--- src/rtl/demux_stream.sv ---
// demux_stream: 1-to-N valid/ready stream demultiplexer with one holding slot per
// channel, a broadcast mode and a saturating counter of words dropped for bad selects.
module demux_stream #(
    parameter int WIDTH    = 8,
    parameter int CHANNELS = 4,
    parameter int SEL_W    = 2
) (
    input  logic                      clk,
    input  logic                      rst_n,
    input  logic [WIDTH-1:0]          in_data,
    input  logic [SEL_W-1:0]          in_sel,
    input  logic                      in_bcast,
    input  logic                      in_valid,
    output logic                      in_ready,
    output logic [CHANNELS*WIDTH-1:0] out_data,
    output logic [CHANNELS-1:0]       out_valid,
    input  logic [CHANNELS-1:0]       out_ready,
    output logic [7:0]                drop_count
);

    localparam logic [SEL_W:0] CH_LIM = (SEL_W+1)'(CHANNELS);

    logic [CHANNELS-1:0]       valid_q, valid_d;
    logic [CHANNELS*WIDTH-1:0] data_q, data_d;
    logic [7:0]                drop_count_q, drop_count_d;
    logic [CHANNELS-1:0]       free;
    logic [CHANNELS-1:0]       load;
    logic                      sel_free;
    logic                      in_range;
    logic                      accept;
    logic                      drop;

    // A draining slot counts as free so a channel can sustain one word per cycle.
    always_comb begin
        free     = ~valid_q | out_ready;
        in_range = ({1'b0, in_sel} < CH_LIM);
        sel_free = 1'b0;
        for (int k = 0; k < CHANNELS; k++) begin
            if (in_sel == SEL_W'(k)) begin
                sel_free = free[k];
            end
        end
        in_ready = 1'b0;
        if (!rst_n) begin
            in_ready = 1'b0;
        end else if (in_bcast) begin
            in_ready = &free;
        end else if (in_range) begin
            in_ready = sel_free;
        end else begin
            in_ready = 1'b1;
        end
    end

    always_comb begin
        accept  = in_valid & in_ready;
        drop    = accept & ~in_bcast & ~in_range;
        load    = '0;
        valid_d = '0;
        data_d  = data_q;
        for (int k = 0; k < CHANNELS; k++) begin
            load[k]    = accept & (in_bcast | (in_range & (in_sel == SEL_W'(k))));
            valid_d[k] = load[k] | (valid_q[k] & ~out_ready[k]);
            if (load[k]) begin
                data_d[k*WIDTH +: WIDTH] = in_data;
            end
        end
        drop_count_d = drop_count_q;
        if (drop && (drop_count_q != 8'hFF)) begin
            drop_count_d = drop_count_q + 8'd1;
        end
    end

    always_ff @(posedge clk or negedge rst_n) begin
        if (!rst_n) begin
            valid_q      <= '0;
            data_q       <= '0;
            drop_count_q <= '0;
        end else begin
            valid_q      <= valid_d;
            data_q       <= data_d;
            drop_count_q <= drop_count_d;
        end
    end

    assign out_valid  = valid_q;
    assign out_data   = data_q;
    assign drop_count = drop_count_q;

endmodule

--- config.mk ---
export PLATFORM = sky130hd
export DESIGN_NAME = demux_stream
export DESIGN_NICKNAME = d
export VERILOG_FILES = /design/src/rtl/demux_stream.sv
export SDC_FILE = /design/constraint.sdc
export NUM_CORES = 1
export LEC_CHECK = 0
export CAP_MARGIN = 10
export CORE_MARGIN = 2
export CORE_UTILIZATION = 45
export CTS_CLUSTER_SIZE = 20
export DETAILED_ROUTE_END_ITERATION = 7
export HOLD_SLACK_MARGIN = 0.08
export PLACE_DENSITY = 0.88
export RECOVER_POWER = 100
export SKIP_LAST_GASP = 1
export SYNTH_ARGS = -nofsm -noshare
export SYNTH_HDL_FRONTEND = slang
export SYNTH_SLANG_ARGS = --single-unit
export TNS_END_PERCENT = 100
--- constraint.sdc ---
create_clock -name clk -period 2.7 [get_ports clk]
set_input_delay 0.81 -clock clk [delete_from_list [all_inputs] [get_ports clk]]
set_output_delay 0.81 -clock clk [all_outputs]
set_load 0.02 [all_outputs]
Routing congestion:
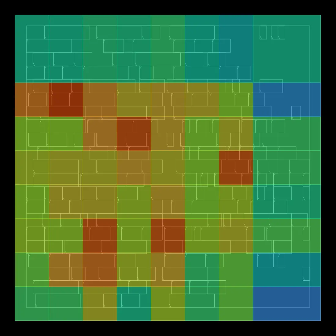
average wire per cell in the routed design: 15.6 um
met1 Track Usage GR: 25.2%
post-route core utilization: 69.7%
met2 track demand over resource: 33.8%

Wiring by layer:
Only two layers are drawn.
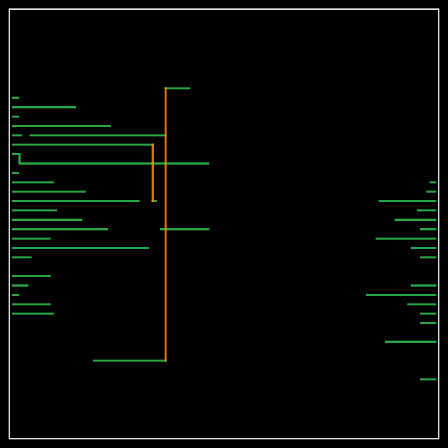
legend:
  metal 4:
    color: orange
    wire_length: 47.6 um
  metal 3:
    color: green
    wire_length: 291 um

sequential cells by signal, summed over array words and instances, names as in the netlist:
name       flops
out_data      32
out_valid      4
worst max-delay path, cell delays in order:
cell and delay [ns]:
sky130_fd_sc_hd__dlygate4sd2_1 0.23, sky130_fd_sc_hd__nand2b_4 0.16, sky130_fd_sc_hd__o31ai_2 0.26, sky130_fd_sc_hd__nor3_4 0.07
sky130_fd_sc_hd__and2_4 0.17, sky130_fd_sc_hd__buf_6 0.12
stage by stage:
step	hold slack (ns)	instances
after global routing	0.527	227
final	0.517	227
after floorplan	0.514	112
after global placement	0.487	214
after detailed placement	0.496	214
after CTS	0.520	226
layout by cell type, fill, tap and decap left out, drive strengths merged, types with 3 or more instances in the layout:
| master | instances |
|---|---|
| clkdlybuf4s50 | 41 |
| dfrtp | 36 |
| buf | 14 |
| a21oi | 3 |
| dlygate4sd2 | 4 |
| clkbuf | 14 |
| inv | 3 |
| dlygate4sd3 | 4 |
| nand2b | 5 |
| conb | 8 |
| mux2 | 32 |
| nand2 | 3 |
report_power, final:
part / switching [mW] / internal [mW]
sequential: 0.0825 / 0.684
clock: 0.168 / 0.128
combinational: 0.359 / 0.405
total: 0.610 / 1.22
cell type report:
type / count / area (um^2)
multi-input combinational: 64 / 616
inverter: 3 / 11.3
sequential: 36 / 901
tap: 46 / 57.6
clock buffer: 8 / 58.8
timing repair buffer: 70 / 644
fill: 249 / 996
path summary, 6_finish.rpt:
check / slack, ns / from / endpoint
max: 0.07 / out_ready[0] / in_ready
min: 0.52 / out_data[1]$_DFFE_PN0P_ / out_data[1]$_DFFE_PN0P_
max reg2reg: 0.68 / out_valid[2]$_DFF_PN0_ / out_data[15]$_DFFE_PN0P_
min reg2reg: 0.52 / out_data[1]$_DFFE_PN0P_ / out_data[1]$_DFFE_PN0P_
max in group asynchronous: 0.47 / rst_n / out_data[22]$_DFFE_PN0P_
min in group asynchronous: 1.16 / rst_n / out_valid[1]$_DFF_PN0_
cells by family (layout without fill, tap and decap cells):
group,after synthesis,after routing
flip-flops,36,36
multiplexers,32,32
AND/OR/NAND/NOR,15,15
buffers and inverters,12,81
AND-OR/OR-AND,9,9
other,1,8
metal layers:
metal	up-vias	share of wire, %	track usage (%)
li1	500	-	-
met1	511	40	25.2
met2	43	50	33.8
met3	6	8.2	9.32
met4	0	1.3	7.29
met5	-	0	0
repair_timing:
| item | in CTS | in global routing |
|---|---|---|
| endpoints found under the setup margin | 1 | 1 |
| setup buffers | 4 | 1 |
| gates resized | 22 | 6 |
| hold buffers | 0 | 0 |
| pin swaps | 4 | 2 |
==> out/qor_table.md <==
| Parameter | This run | Unit |
|:---|:---|:---|
| Status | complete, but fails checks | - |
| Violations in the final reports | max-capacitance violations, max-slew violations | - |
| Initial cell density of the core | 46.1 | % |
| Total power divided by cell area | 799 | nW/um^2 |
| Total vias in the final route | 1060 | - |
| Clock Skews | 0.00816 | ns |
| Latency at later pin | 0.34 | ns |
| Fraction of the yosys area taken by sequential cells | 59.5 | % |
| Routability-driven placement congestion ratio | 0.709 | - |
| DP Worst Slack | -0.664 | ns |
| Number of antenna violations at the first check in global routing | 0 | - |
| AND-OR/OR-AND share of the synthesized area | 5.28 | % |
| Worst slew margin relative to its limit | -23.9 | % |
| Rows | 21 | - |
| Core Area | 3280 | um^2 |
| Max capacitance violation total | 1 | - |
| Post-route antenna net violation count | 0 | - |
| H-tree depth | 2 | - |
| Leading cell type by number of instances after synthesis | sky130_fd_sc_hd__dfrtp_1 | - |
| Crit Path Max Fanout | 3 | - |
| Number of vias per cell | 4.67 | - |
| Initial drt markers | 23 | - |
| Global router's overall resource usage | 21.0 | % |
| Via count of the first global-routing pass | 1161 | - |
| Synthesized netlist cell count | 105 | - |
| Top cells by count | 36 x sky130_fd_sc_hd__dfrtp_1, 32 x sky130_fd_sc_hd__mux2_2, 8 x sky130_fd_sc_hd__buf_4 | - |
| Number of cells on the worst hold path | 1 | - |
| Number of warnings printed during yosys synthesis | 0 | - |
| Placed standard-cell area | 2160 | um^2 |
| Number of synthesized register bits | 36 | - |
| Nets | 198 | - |
| Number of placed I/O pins | 63 | - |
| Buffer type at the clock tree root | sky130_fd_sc_hd__clkbuf_4 | - |
| TritonCTS clock tree | yes | - |
| Layout overhead on the synthesized area | 51.0 | % |
| N_diodes | 0 | - |
| Peak supply drop | 0.570 | mV |
| Leading register cell type out of synthesis | sky130_fd_sc_hd__dfrtp_1 | - |
| Number of sinks handled by clock tree synthesis | 36 | - |
| Crit path capture type | output pin | - |
| Adder and majority gate portion of the synthesized area | 0 | % |
| Per-instance average area after synthesis | 14.4 | um^2 |
| Share of cells above drive strength 1 | 37.0 | % |
| Number of warning messages in the logs | 26 | - |
| Endpoints failing hold | 0 | - |
| Cell total in the yosys stat output | 105 | - |
| Post-layout power | 1.83 | mW |
| First-pass GRT wire length | 5610 | um |
| Startpoint kind of the worst setup timing path | primary input | - |
| Final count of pins violating max slew | 37 | - |
| Setup repair after global routing missed its margin | no | - |
| Sum of net half-perimeters after detailed placement | 2570 | um |
| Residual DRC count | 0 | - |
| Clk pin slew, worst setup/hold paths | 0.09 | ns |
| Final Worst Setup Slack | 0.0688 | ns |
| Chip area line of the yosys report | 1520 | um^2 |
| Pin count of the biggest net entering global routing | 37 | - |
| Main area contributors after synthesis | sky130_fd_sc_hd__dfrtp_1 59%, sky130_fd_sc_hd__mux2_2 24%, sky130_fd_sc_hd__buf_4 4.0% | - |
| Area of the chip | 3850 | um^2 |
| Count of distinct cell types in the synthesized netlist | 20 | - |
| Dominant combinational cell family by area after synthesis | multiplexers | - |
| EDFF count, synth | 0 | - |
| Top cell type's share of synthesized area | 59.5 | % |
| Fmax | 380 | MHz |
| Port Buffer Count | 54 | - |
| Final critical path time including I/O delays and setup | 2.63 | ns |
| Number of iterations in the first detailed-routing pass | 4 | - |
| Die span in y | 62.0 | um |
| WS Path Type | in -> out | - |
| Simple logic cell fraction of the synthesized area | 6.19 | % |
| Clk buf depth | 2 | - |
| Crit share post-route | 97.5 | % |
| Worst hold path class | reg -> reg | - |
| Total of endpoints with negative setup slack in the final report | 0 | - |
| Worst Reg2Reg Path Length in Cells | 8 | - |
| Total clock buffers created by CTS | 5 | - |
| Area fraction in mux cells | 23.8 | % |
| Leakage power | 1.04 | nW |
| Required time at the endpoint of the critical path | 1.89 | ns |
| Xor-xnor portion of the synthesized cell area | 0 | % |
| Overflow left after global routing | 0 | - |
| Floorplan die width | 62.0 | um |
| Slew @ Worst Pin | 1.86 | ns |
| Arrival time at the worst endpoint | 1.82 | ns |
| Synthesized cell area | 1520 | um^2 |
| Aggregate negative setup slack | 0 | ns |
| Detailed-route wire length | 3540 | um |
| Finished Cell Area | 2290 | um^2 |
| Synth async-reset ratio | 100 | % |
| Largest area contributor in the synthesized netlist | sky130_fd_sc_hd__dfrtp_1 | - |
Power figures rest on the tool's default switching activity, not on a simulated workload.
